===== src/rtl/ssd_ahb_pkg.sv =====
// Shared AHB-Lite constants, seven-segment display register map, status codes and
// writer FSM states.
package ssd_ahb_pkg;

    localparam logic [1:0] HTRANS_IDLE   = 2'b00;
    localparam logic [1:0] HTRANS_BUSY   = 2'b01;
    localparam logic [1:0] HTRANS_NONSEQ = 2'b10;
    localparam logic [1:0] HTRANS_SEQ    = 2'b11;

    localparam logic [2:0] HSIZE_WORD    = 3'b010;
    localparam logic [2:0] HBURST_SINGLE = 3'b000;
    localparam logic [3:0] HPROT_DATA    = 4'b0011;

    localparam logic [31:0] SSD_DATA_ADDR = 32'hD000_0000;
    localparam logic [31:0] SSD_FLAG_ADDR = 32'hD000_0004;
    localparam logic [4:0]  SSD_SAT_CODE  = 5'd31;

    localparam logic [1:0] STATUS_OK       = 2'd0;
    localparam logic [1:0] STATUS_BUS_ERR  = 2'd1;
    localparam logic [1:0] STATUS_MISMATCH = 2'd2;

    typedef enum logic [2:0] {
        StIdle,
        StAData,
        StAFlag,
        StARead,
        StLast,
        StErr
    } ssd_state_e;

    // Classes above the highest letter index all collapse onto one display code.
    function automatic logic [4:0] ssd_map_class(input logic [7:0] cls,
                                                 input logic [7:0] max_class,
                                                 input logic [4:0] sat_code);
        return (cls > max_class) ? sat_code : cls[4:0];
    endfunction

endpackage


===== src/rtl/ssd_result_writer.sv =====
// AHB-Lite initiator that publishes a classifier result to the seven-segment display:
// data write, done-flag write, then an optional readback of the data register.
module ssd_result_writer
    import ssd_ahb_pkg::*;
#(
    parameter logic [31:0] BASE_ADDR = SSD_DATA_ADDR,
    parameter logic [7:0]  MAX_CLASS = 8'd23,
    parameter logic [4:0]  SAT_CODE  = SSD_SAT_CODE,
    parameter bit          VERIFY    = 1'b1
) (
    input  logic        clk,
    input  logic        reset,

    input  logic        result_valid_i,
    input  logic [7:0]  result_class_i,
    output logic        result_ready_o,
    output logic        done_o,
    output logic [1:0]  status_o,

    output logic [31:0] ahb_haddr_o,
    output logic        ahb_hwrite_o,
    output logic [2:0]  ahb_hsize_o,
    output logic [2:0]  ahb_hburst_o,
    output logic [3:0]  ahb_hprot_o,
    output logic [1:0]  ahb_htrans_o,
    output logic        ahb_hmastlock_o,
    output logic [31:0] ahb_hwdata_o,
    input  logic [31:0] ahb_hrdata_i,
    input  logic        ahb_hready_i,
    input  logic        ahb_hresp_i
);

    ssd_state_e  r_state;
    logic [4:0]  r_code;
    logic [31:0] r_haddr;
    logic        r_hwrite;
    logic [1:0]  r_htrans;
    logic [31:0] r_hwdata;
    logic        r_ready;
    logic        r_done;
    logic [1:0]  r_status;

    logic [4:0]  w_code;
    logic        w_bus_err;
    logic        w_unused;

    assign w_code    = ssd_map_class(result_class_i, MAX_CLASS, SAT_CODE);
    // First cycle of a two-cycle ERROR response; the second cycle has hready high.
    assign w_bus_err = (r_state != StIdle) && ahb_hresp_i && !ahb_hready_i;
    assign w_unused  = ^ahb_hrdata_i[31:5];

    always_ff @(posedge clk) begin
        if (reset) begin
            r_state  <= StIdle;
            r_code   <= '0;
            r_haddr  <= '0;
            r_hwrite <= 1'b0;
            r_htrans <= HTRANS_IDLE;
            r_hwdata <= '0;
            r_ready  <= 1'b1;
            r_done   <= 1'b0;
            r_status <= STATUS_OK;
        end else begin
            r_done <= 1'b0;
            if (w_bus_err) begin
                // Cancel whatever address phase is pending and wait out the response.
                r_state  <= StErr;
                r_htrans <= HTRANS_IDLE;
                r_hwrite <= 1'b0;
            end else begin
                unique case (r_state)
                    StIdle: begin
                        if (result_valid_i && r_ready) begin
                            r_code   <= w_code;
                            r_state  <= StAData;
                            r_ready  <= 1'b0;
                            r_haddr  <= BASE_ADDR;
                            r_hwrite <= 1'b1;
                            r_htrans <= HTRANS_NONSEQ;
                        end
                    end
                    StAData: begin
                        if (ahb_hready_i) begin
                            r_state  <= StAFlag;
                            r_haddr  <= BASE_ADDR + 32'd4;
                            r_hwdata <= {27'b0, r_code};
                        end
                    end
                    StAFlag: begin
                        if (ahb_hready_i) begin
                            r_hwdata <= 32'd1;
                            r_hwrite <= 1'b0;
                            if (VERIFY) begin
                                r_state <= StARead;
                                r_haddr <= BASE_ADDR;
                            end else begin
                                r_state  <= StLast;
                                r_htrans <= HTRANS_IDLE;
                            end
                        end
                    end
                    StARead: begin
                        if (ahb_hready_i) begin
                            r_state  <= StLast;
                            r_htrans <= HTRANS_IDLE;
                        end
                    end
                    StLast: begin
                        if (ahb_hready_i) begin
                            r_state <= StIdle;
                            r_ready <= 1'b1;
                            r_done  <= 1'b1;
                            if (VERIFY && (ahb_hrdata_i[4:0] != r_code)) begin
                                r_status <= STATUS_MISMATCH;
                            end else begin
                                r_status <= STATUS_OK;
                            end
                        end
                    end
                    StErr: begin
                        if (ahb_hready_i) begin
                            r_state  <= StIdle;
                            r_ready  <= 1'b1;
                            r_done   <= 1'b1;
                            r_status <= STATUS_BUS_ERR;
                        end
                    end
                    default: begin
                        r_state  <= StIdle;
                        r_ready  <= 1'b1;
                        r_htrans <= HTRANS_IDLE;
                    end
                endcase
            end
        end
    end

    assign result_ready_o  = r_ready;
    assign done_o          = r_done;
    assign status_o        = r_status;

    assign ahb_haddr_o     = r_haddr;
    assign ahb_hwrite_o    = r_hwrite;
    assign ahb_htrans_o    = r_htrans;
    assign ahb_hwdata_o    = r_hwdata;
    assign ahb_hsize_o     = HSIZE_WORD;
    assign ahb_hburst_o    = HBURST_SINGLE;
    assign ahb_hprot_o     = HPROT_DATA;
    assign ahb_hmastlock_o = 1'b0;

endmodule


===== config.mk =====
export PLATFORM = sky130hd
export DESIGN_NAME = ssd_result_writer
export DESIGN_NICKNAME = d
export VERILOG_FILES = /design/src/rtl/ssd_ahb_pkg.sv /design/src/rtl/ssd_result_writer.sv
export SDC_FILE = /design/constraint.sdc
export NUM_CORES = 1
export LEC_CHECK = 0
export ABC_CLOCK_PERIOD_IN_PS = 1800
export CAP_MARGIN = 20
export CORE_ASPECT_RATIO = 0.6
export CORE_MARGIN = 10
export CORE_UTILIZATION = 37
export CTS_BUF_LIST = sky130_fd_sc_hd__clkbuf_2
export DETAILED_ROUTE_END_ITERATION = 6
export GPL_ROUTABILITY_DRIVEN = 0
export GPL_TIMING_DRIVEN = 0
export HOLD_SLACK_MARGIN = 0.12
export PLACE_DENSITY = 0.88
export SLEW_MARGIN = 20
export SYNTH_ARGS = -nofsm -noshare
export SYNTH_HDL_FRONTEND = slang
export SYNTH_SLANG_ARGS = --single-unit

===== constraint.sdc =====
create_clock -name clk -period 1.8 [get_ports clk]
set_input_delay 0.36 -clock clk [delete_from_list [all_inputs] [get_ports clk]]
set_output_delay 0.36 -clock clk [all_outputs]
set_load 0.01 [all_outputs]

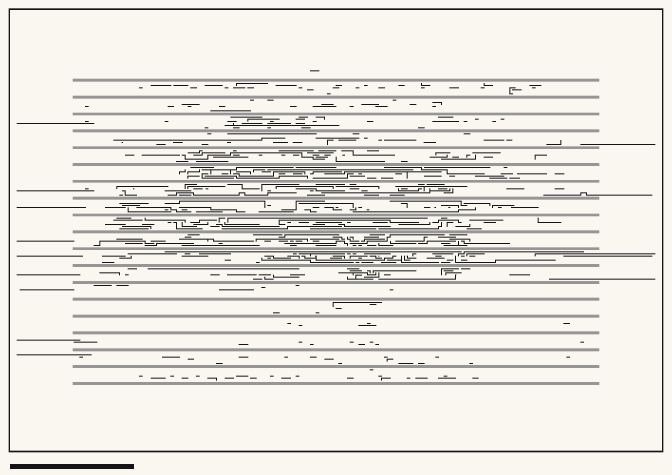
Run 1: signal wires on met1
Scale bar: 20 um. Supply wires on this layer in grey.
wire length on this layer: 1,770 um
longest straight run: 47.8 um
main direction: horizontal

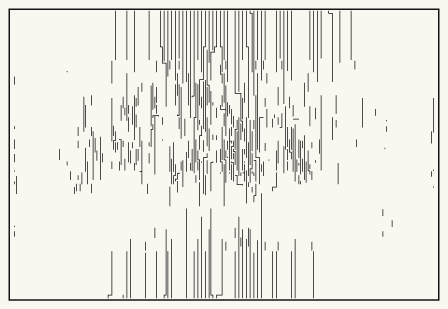
Run 1: M2 wires
longest straight run: 26.2 um
nets with wire on the layer: 243
Post-Route WL: 4410 um
met2 Track Usage GR: 0.190
DR vias: 1,417

==> ci_impl_report.md, run 1 <==
## Synthesis and layout report

| Metric | Value |
|---|---|
| Clock sinks | `21` |
| Post-synthesis async set-or-reset flop share | `0` |
| Nets | `340` |
| Setup_tns | `0 ps` |
| Register area | `422 um^2` |
| Synth warn | `0` |
| Largest class | `buffers` |
| Psw | `0.842 mW` |
| RSZ-0062 raised after global routing | `no` |
| Largest delay share family, worst path | `buffers and inverters` |
| Mapped Cells | `194` |
| Die area | `7500 um^2` |
| Non-filler cells, final | `354` |
| Worst hold margin | `478 ps` |
| Largest net degree at the start of global routing | `13` |
| Adder share | `0` |
| Comb power frac | `0.573` |
| Non-clk buf share | `0.389` |
| Reg-to-reg slack, setup | `360 ps` |
| Global-route wire length before repair | `6650 um` |
| Count leader, synth | `buf_4` |
| Worst Setup End Kind | `primary output` |
| Final ANT Viol Nets | `0` |
| P_leak | `1.11 nW` |
| CTS max path bufs | `2` |
| GR Util met3 | `0.0335` |
| GRT overflow | `0` |
| Sw Ratio | `0.411` |
| Total track usage | `0.107` |
| Dominant register cell | `dfxtp_1` |
| Avg WL per Cell | `12.4 um` |
| P&R area growth vs syn | `40.2%` |
| Setup violators final | `0` |
| Top non-seq family | `buffers and inverters` |
| Status | `finished, final reports clean` |
| Post-layout util | `0.544` |
| Number of core rows | `18` |
| Initial antenna violation count | `0` |
| Max-area cell share | `0.339` |
| Post-layout instance area | `2270 um^2` |
| CTS Hold Bufs | `0` |
| Routed length on met3 | `316 um` |
| Max incr delay on CP | `520 ps` |
| WHS Endpoint | `ahb_haddr_o[30]` |
| Tool warnings | `53` |
| Pwr/cell area | `904 nW/um^2` |
| Comb group | `1.17 mW` |
| DIE HEIGHT | `71.2 um` |
| WP depth | `2` |
| Final worst-path cycle share | `0.956` |
| Late-Pin Clk Latency | `340 ps` |
| Postcts setup bufs | `0` |
| Post-CTS Resized | `0` |
| Slew Limit Fails | `0` |
| Post-synth top cells | `buf_4, dfxtp_1, a21oi_1` |
| Reg2reg start | `r_state[1]` |
| Layout cells sized above 1 | `0.296` |
| P_int | `1.21 mW` |
| Crit path DRT | `1440 ps` |
| Flops | `21` |
| Invs w/o clock | `4` |
| DRC | `0` |
| Power Clock | `0.202 mW` |
| Reg clk slew, reported paths | `210 ps` |
| And-or/or-and share of the synthesized area | `0.170` |
| YS chip area | `1620 um^2` |
| Worst Hold Launch | `ahb_haddr_o[30]` |
| Clk root buf | `clkbuf_2` |
| Synth Cell Area | `1620 um^2` |
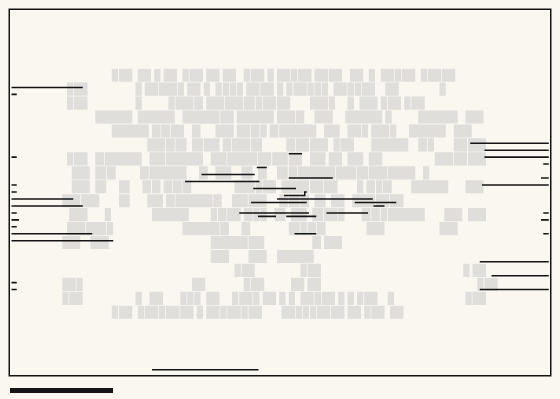
Run 1: M3 wires
Scale bar: 20 um.
wire length on this layer: 317 um
main direction: horizontal
nets with wire on the layer: 40
share of all routed wire: 7.2%
longest straight run: 20.5 um

==> inputs of run 2 (changes only) <==
--- a/config.mk
+++ b/config.mk
@@ -15,7 +15,7 @@
 export GPL_ROUTABILITY_DRIVEN = 0
 export GPL_TIMING_DRIVEN = 0
 export HOLD_SLACK_MARGIN = 0.12
-export PLACE_DENSITY = 0.88
+export PLACE_DENSITY = 0.84
 export SLEW_MARGIN = 20
 export SYNTH_ARGS = -nofsm -noshare
 export SYNTH_HDL_FRONTEND = slang
==> run 2 against run 1 <==
- routed wire length fell by 0.84%
- register-to-register slack improved by 50 ps
- die area did not move
- via count fell by 0.56%
- clock power rose by 4%
- global-route usage rose by 0.39 points
- power rose by 0.19%
- critical endpoint unchanged
- synthesized cell count did not move
- first-iteration DRC count fell by 24%
- flip-flop count did not move
- setup slack improved by 7.7 ps
- largest cell class unchanged
- largest power group unchanged
- clock skew fell by 7.7 ps
==> ci_impl_report.md, run 2 <==
## Synthesis and layout report

| Metric | Value |
|---|---|
| GR Util met3 | `0.0524 (+0.0190)` |
| WP depth | `2 (unchanged)` |
| F_max | `0.584 GHz` |
| Sw Ratio | `0.411 (about the same)` |
| Power Clock | `0.211 mW (+4%)` |
| Largest class | `buffers` |
| Global-route wire length before repair | `6890 um (+3.5%)` |
| Core area | `4170 um^2` |
| Setup violators final | `0 (unchanged)` |
| Reg2reg start | `r_state[0]` |
| Number of port buffers | `31` |
| H-tree Lvls | `1` |
| Slew HR | `0.644` |
| Final worst-path cycle share | `0.951 (-0.00426)` |
| Status | `finished, final reports clean` |
| CTS max path bufs | `2 (unchanged)` |
| Post-synth top area cell | `buf_4` |
| Max incr delay on CP | `530 ps (about the same)` |
| Hold depth | `2` |
| IO Pins | `127` |
| Postcts setup bufs | `0 (unchanged)` |
| Mapped Cells | `194 (unchanged)` |
| Cell Type Count | `40` |
| Most numerous logic cells after layout | `buf_4, conb_1, clkdlybuf4s50_1, dfxtp_1, a21oi_1` |
| Late-Pin Clk Latency | `350 ps (about the same)` |
| Crit path DRT | `1440 ps (about the same)` |
| Largest delay share family, worst path | `buffers and inverters` |
| CP Data Arrival Time | `1350 ps` |
| Worst Hold Launch | `ahb_haddr_o[30]` |
| Routed length on met3 | `454 um (+44%)` |
| Post-layout util | `0.545 (+0.000601)` |
| Syn avg cell area | `8.33 um^2` |
| Adder share | `0 (unchanged)` |
| Clk root buf | `clkbuf_2` |
| Clock sinks | `21 (unchanged)` |
| Comb power frac | `0.570 (-0.003)` |
| Post-synthesis async set-or-reset flop share | `0 (unchanged)` |
| Iteration-0 DRC Markers | `96` |
| DRC | `0 (unchanged)` |
| Routed met1 length | `1720 um` |
| Tool warnings | `53 (unchanged)` |
| P&R area growth vs syn | `40.4%` |
| Flops | `21 (unchanged)` |
| Final ANT Viol Nets | `0 (unchanged)` |
| WHS Endpoint | `ahb_haddr_o[30]` |
| CTS Hold Bufs | `0 (unchanged)` |
| Fin crit period | `1710 ps` |
| Max-area cell share | `0.339 (unchanged)` |
| Setup ws final | `87.5 ps` |
| RSZ-0062 raised after global routing | `no` |
| Layout fillers | `390` |
| Buffer and inverter count on the worst path | `2` |
| Post-CTS Resized | `0 (unchanged)` |
| N_taps | `60` |
| Avg WL per Cell | `12.3 um (-0.84%)` |
| Seq/total area | `0.186` |
| Clock buf count | `3` |
| Met2 Track Usage GR | `0.183 (-0.00687)` |
| Antenna Cells | `0` |
| Number of core rows | `18 (unchanged)` |
| Invs w/o clock | `4 (unchanged)` |
| Register area | `422 um^2 (unchanged)` |
| Max-cap violation count | `0` |
| Reg clk slew, reported paths | `200 ps (about the same)` |
| Layout cells sized above 1 | `0.296 (unchanged)` |
| Sequential fraction of the synthesis area | `0.260` |
| Psw | `0.844 mW (+0.28%)` |
| Reg-to-reg slack, setup | `410 ps (+50 ps)` |
| Yosys xor share | `0.0480` |
| VDD IR max | `0.449 mV` |
| Total track usage | `0.111 (+0.00388)` |
| Non-clk buf share | `0.389 (-0.000430)` |
| Capturing point of the worst reg2reg path | `ahb_hwdata_o[0]` |
| Max Fanout on Critical Path | `4` |
| Multi-input gates | `157` |
| GRT overflow | `0 (unchanged)` |
| Synth warn | `0 (unchanged)` |
| Mux cell area share | `0.00619` |
| Pwr/cell area | `905 nW/um^2 (about the same)` |
| Comb group | `1.17 mW (about the same)` |
| YS chip area | `1620 um^2 (unchanged)` |
| Dominant register cell | `dfxtp_1` |
| Worst hold margin | `481 ps (+2.86 ps)` |
| Top non-seq family | `buffers and inverters` |
| P_leak | `1.11 nW (-0.34%)` |
| Synth Cell Area | `1620 um^2 (unchanged)` |
| Via-to-Cell Ratio | `3.98` |
| Worst-margin pin slew | `534 ps` |
| Largest cells by area | `buf_4, dfxtp_1, a21oi_1, o21ai_0, xor2_1` |
| Placed Area | `2250 um^2` |
| Max power group | `combinational cells` |
| Logic area | `853 um^2` |
| Worst Setup End Kind | `primary output` |
| Crit path from | `ahb_haddr_o[30]` |
| CTS tree | `yes` |
| Highest Signal Layer | `met4` |
| And-or/or-and share of the synthesized area | `0.170 (unchanged)` |
| Clk_skew | `13.6 ps` |
| Comb area share | `0.376` |
| Setup_tns | `0 ps (unchanged)` |
| Largest net degree at the start of global routing | `14 (+1)` |
| Initial antenna violation count | `0 (unchanged)` |
| Non-filler cells, final | `354 (unchanged)` |
| Post-layout instance area | `2270 um^2 (+0.11%)` |
| Vias in the first global route | `1,294` |
| Count leader, synth | `buf_4` |
| Top cell excl fill/tap | `buf_4` |
| Post-synth top cells | `buf_4, dfxtp_1, a21oi_1` |
| P_int | `1.21 mW (+0.12%)` |
| Core utilization before placement | `0.388` |
| Pre-CTS setup slack | `-166 ps` |
| Die area | `7500 um^2 (unchanged)` |
| Slew Limit Fails | `0 (unchanged)` |
| Nets | `340 (unchanged)` |
| DIE HEIGHT | `71.2 um (unchanged)` |
| Clock share of power | `0.103` |
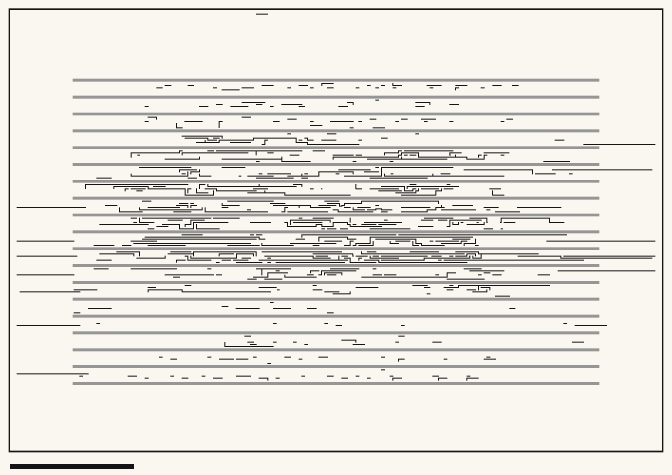
Run 2: signal wires on met1
Scale bar: 20 um. Supply wires on this layer in grey.
longest straight run: 27.1 um
nets with wire on the layer: 270
main direction: horizontal
Post-Route WL: 4370 um
met1 Use GR: 0.132
DR vias: 1,409

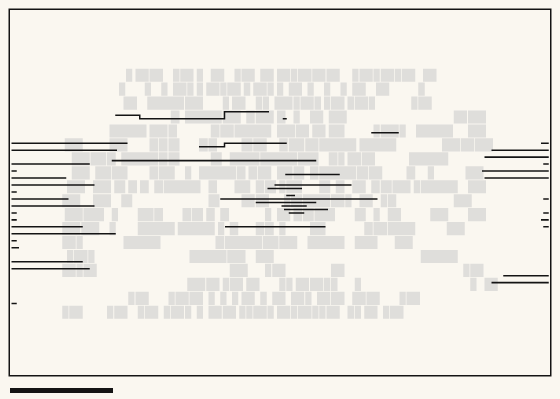
Run 2: M3 wires
Scale bar: 20 um.
wire length on this layer: 454 um
share of all routed wire: 10%
nets with wire on the layer: 42
longest straight run: 39.6 um
main direction: horizontal

Power and IR drop assume default switching activity.
